## src/rtl/param_rr_arbiter_pkg.sv

```systemverilog
// Shared types and helpers for the round-robin arbiter slice.
package rr_arb_pkg;

  typedef enum logic {IDLE, GRANT} state_e;

  // Index width for an n-wide vector; never below one bit.
  function automatic int idx_w(input int n);
    return (n <= 2) ? 1 : $clog2(n);
  endfunction

  function automatic logic [4:0] oh2idx(input logic [31:0] oh);
    logic [4:0] idx;
    idx = '0;
    for (int i = 0; i < 32; i++)
      if (oh[i]) idx = idx | 5'(i);
    return idx;
  endfunction

endpackage

```

## src/rtl/param_rr_arbiter_if.sv

```systemverilog
// Request/grant bundle between requesting masters and the arbiter.
interface param_rr_arbiter_if
  import rr_arb_pkg::*;
#(
  parameter int N = 4
);
  localparam int IDW = idx_w(N);

  logic [N-1:0]   req;
  logic [N-1:0]   gnt;
  logic [IDW-1:0] gnt_id;
  logic           gnt_valid;

  modport master (output req, input gnt, gnt_id, gnt_valid);
  modport slave  (input req, output gnt, gnt_id, gnt_valid);
endinterface

```

## src/rtl/param_rr_arbiter_enc.sv

```systemverilog
// N-bit LSB-first priority encoder: index of the lowest set bit plus valid.
module lsb_prio_enc_n
  import rr_arb_pkg::*;
#(
  parameter int N   = 4,
  parameter int IDW = idx_w(N)
) (
  input  logic [N-1:0]   vec,
  output logic [IDW-1:0] idx,
  output logic           valid
);

  // Scan downward so the lowest set bit is the last one written.
  always_comb begin
    idx   = '0;
    valid = 1'b0;
    for (int i = N - 1; i >= 0; i--) begin
      if (vec[i]) begin
        idx   = IDW'(i);
        valid = 1'b1;
      end
    end
  end

endmodule

```

## src/rtl/param_rr_arbiter.sv

```systemverilog
// Round-robin arbiter: registered one-hot grant, holds while owner requests,
// optional MAX_HOLD tenure limit forcing rotation to the next requester.
module param_rr_arbiter
  import rr_arb_pkg::*;
#(
  parameter int N        = 4,
  parameter int MAX_HOLD = 0
) (
  input  logic               clk,
  input  logic               rst,
  param_rr_arbiter_if.slave  bus
);

  localparam int IDW = idx_w(N);
  localparam int CW  = (MAX_HOLD == 0) ? 1 : $clog2(MAX_HOLD + 1);

  state_e         state;
  logic [IDW-1:0] last;
  logic [CW-1:0]  cnt;
  logic [N-1:0]   gnt_q;

  logic [N-1:0]   masked;
  logic [IDW-1:0] m_idx, u_idx, winner;
  logic           m_vld, u_vld;
  logic           hold_ok;

  // Only requesters strictly above the last winner are eligible first.
  always_comb begin
    masked = '0;
    for (int i = 0; i < N; i++)
      masked[i] = bus.req[i] && (i > int'(last));
  end

  lsb_prio_enc_n #(.N(N), .IDW(IDW)) u_enc_masked (
    .vec(masked), .idx(m_idx), .valid(m_vld)
  );

  lsb_prio_enc_n #(.N(N), .IDW(IDW)) u_enc_plain (
    .vec(bus.req), .idx(u_idx), .valid(u_vld)
  );

  assign winner  = m_vld ? m_idx : u_idx;
  assign hold_ok = (MAX_HOLD == 0) || (int'(cnt) < MAX_HOLD);

  always_ff @(posedge clk or posedge rst) begin
    if (rst) begin
      state <= IDLE;
      last  <= IDW'(N - 1);
      cnt   <= '0;
      gnt_q <= '0;
    end else begin
      case (state)
        IDLE: begin
          if (u_vld) begin
            state <= GRANT;
            gnt_q <= N'(1) << winner;
            last  <= winner;
            cnt   <= CW'(1);
          end
        end
        GRANT: begin
          if (bus.req[last] && hold_ok) begin
            if (MAX_HOLD != 0) cnt <= cnt + CW'(1);
          end else if (u_vld) begin
            // Release or tenure expiry: hand off on this same edge.
            gnt_q <= N'(1) << winner;
            last  <= winner;
            cnt   <= CW'(1);
          end else begin
            state <= IDLE;
            gnt_q <= '0;
            cnt   <= '0;
          end
        end
        default: state <= IDLE;
      endcase
    end
  end

  assign bus.gnt       = gnt_q;
  assign bus.gnt_valid = |gnt_q;
  assign bus.gnt_id    = IDW'(oh2idx(32'(gnt_q)));

endmodule

```

## src/flat_wrapper.sv

```systemverilog
// flat-port wrapper written by rule: the top's interface ports become plain ports
module param_rr_arbiter_flat import rr_arb_pkg::*;
#(
  parameter int N        = 4,
  parameter int MAX_HOLD = 0
)
  (clk, rst, bus_req, bus_gnt, bus_gnt_id, bus_gnt_valid);
  param_rr_arbiter_if #(.N(N)) bus_i ();
  input  logic clk;
  input  logic rst;
  input wire logic [$bits(bus_i.req)-1:0] bus_req;
  output wire logic [$bits(bus_i.gnt)-1:0] bus_gnt;
  output wire logic [$bits(bus_i.gnt_id)-1:0] bus_gnt_id;
  output wire logic [$bits(bus_i.gnt_valid)-1:0] bus_gnt_valid;
  assign bus_i.req = bus_req;
  assign bus_gnt = bus_i.gnt;
  assign bus_gnt_id = bus_i.gnt_id;
  assign bus_gnt_valid = bus_i.gnt_valid;
  param_rr_arbiter #(.N(N), .MAX_HOLD(MAX_HOLD)) u_core (.clk(clk), .rst(rst), .bus(bus_i));
endmodule
```

## config.mk

```make
export PLATFORM = sky130hd
export DESIGN_NAME = param_rr_arbiter_flat
export DESIGN_NICKNAME = d
export VERILOG_FILES = /design/src/rtl/param_rr_arbiter_pkg.sv /design/src/rtl/param_rr_arbiter_if.sv /design/src/rtl/param_rr_arbiter_enc.sv /design/src/rtl/param_rr_arbiter.sv /design/src/flat_wrapper.sv
export SDC_FILE = /design/constraint.sdc
export NUM_CORES = 1
export LEC_CHECK = 0
export CAP_MARGIN = 40
export CORE_AREA = 3 3 40 42
export DETAILED_ROUTE_END_ITERATION = 12
export DIE_AREA = 0 0 43 45
export PLACE_DENSITY = 0.57
export SLEW_MARGIN = 20
export SYNTH_ARGS = -nofsm -noshare
export SYNTH_HDL_FRONTEND = slang
export SYNTH_SLANG_ARGS = --single-unit
```

## constraint.sdc

```tcl
create_clock -name clk -period 2 [get_ports clk]
set_clock_uncertainty 0.15 [all_clocks]
set_input_delay 0.4 -clock clk [delete_from_list [all_inputs] [get_ports clk]]
set_output_delay 0.4 -clock clk [all_outputs]
set_load 0.02 [all_outputs]
```

**Cell area per tile**

The bar under the picture is 10 um long. The die is cut into 9 by 9 equal tiles; dark purple is low, yellow is high, 0 to 100% covered.
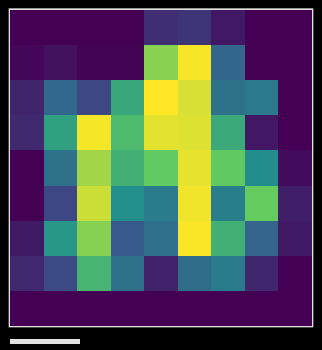
densest ninth of the die: center
tiles over 75% full: 20%
fullest tile: 100%
nearly empty tiles: 31%
mean over tiles: 34%
final design utilization: 51.90%
Starting Density: 33.98%
core region area: 1285 sq um

**Wiring heat map**

The die is cut into 9 by 9 equal tiles; dark purple is low, yellow is high, scaled to the fullest tile. Values are wire area over tile area, all layers added.
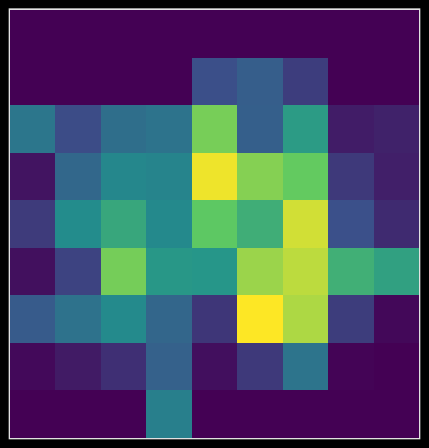
tiles over half the peak: 22%
densest ninth of the die: center
fullest tile: 0.31
nearly empty tiles: 31%
mean over tiles: 0.088
Wirelength per Cell: 13.70 um
total routed wirelength: 1096 um
GRT Total Usage: 12.86%
routed vias: 415

**Routed metal, one color a layer**

Two of the layers only.
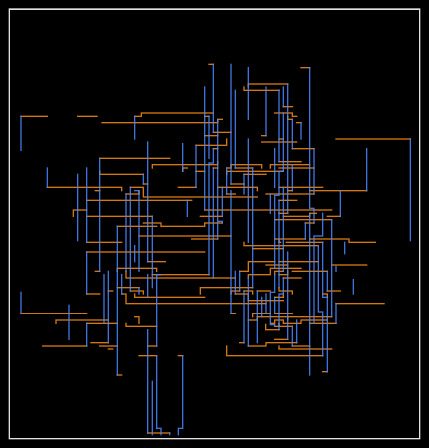
| layer | color | wire length |
|---|---|---|
| M2 | blue | 561 um |
| M1 | orange | 480 um |

**Where the registers sit**

The bar under the picture is 10 um long.
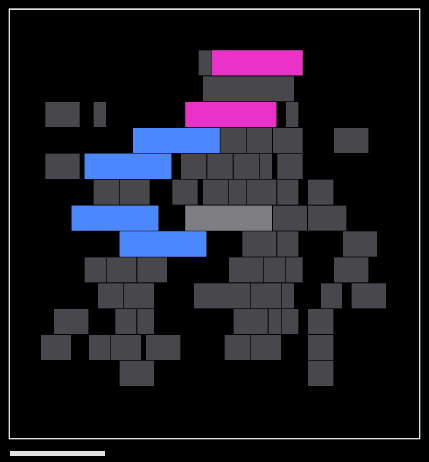
| signal | color | flops |
|---|---|---|
| `u_core.bus.gnt` | blue | 4 |
| `u_core.last` | magenta | 2 |
area taken by flip-flops and latches: 177.7 sq um
Seq group: 0.265 mW
fraction of area in registers: 26.64%

==> job_summary.md <==
## PnR job results

| Metric | Value |
|---|---|
| Worst R2R Path Depth | `4` |
| Reg-to-Reg Start | `u_core.last[0]$_DFFE_PP1P_` |
| Count of pins on the block boundary | `13` |
| Post-synthesis to final-layout area growth | `52.72%` |
| Compound-Gate Fraction of Synth Area | `34.67%` |
| Share of the clock period used by the worst path | `96.30%` |
| Post-synthesis share of cell area spent on full adders, half adders and majority gates | `0%` |
| Count of mapped cells out of synthesis | `40` |
| Final setup violation count | `0` |
| Met1 WL | `479 um` |
| Status | `complete, no violations` |
| PortBufs | `12` |
| Capture instance of the worst register-to-register path | `u_core.bus.gnt[2]$_DFFE_PP0P_` |
| Vias per Instance | `5.188` |
| Launch point of the worst path | `u_core.bus.gnt[2]$_DFFE_PP0P_` |
| Well tap count | `15` |
| Latest clock arrival within the worst-skew pair | `0.24 ns` |
| Highest routing layer actually used | `met3` |
| Cell total in the yosys stat output | `40` |
| Finished layout cell area | `666.9 sq um` |
| Sequential cell area fraction in the yosys report | `40.69%` |
| Clock tree root driver cell | `sky130_fd_sc_hd__clkbuf_4` |
| Length of routed met3 wiring | `55 um` |
| Residual DRC | `0` |
| Distinct cells, synth | `25` |
Power and IR drop assume default switching activity.
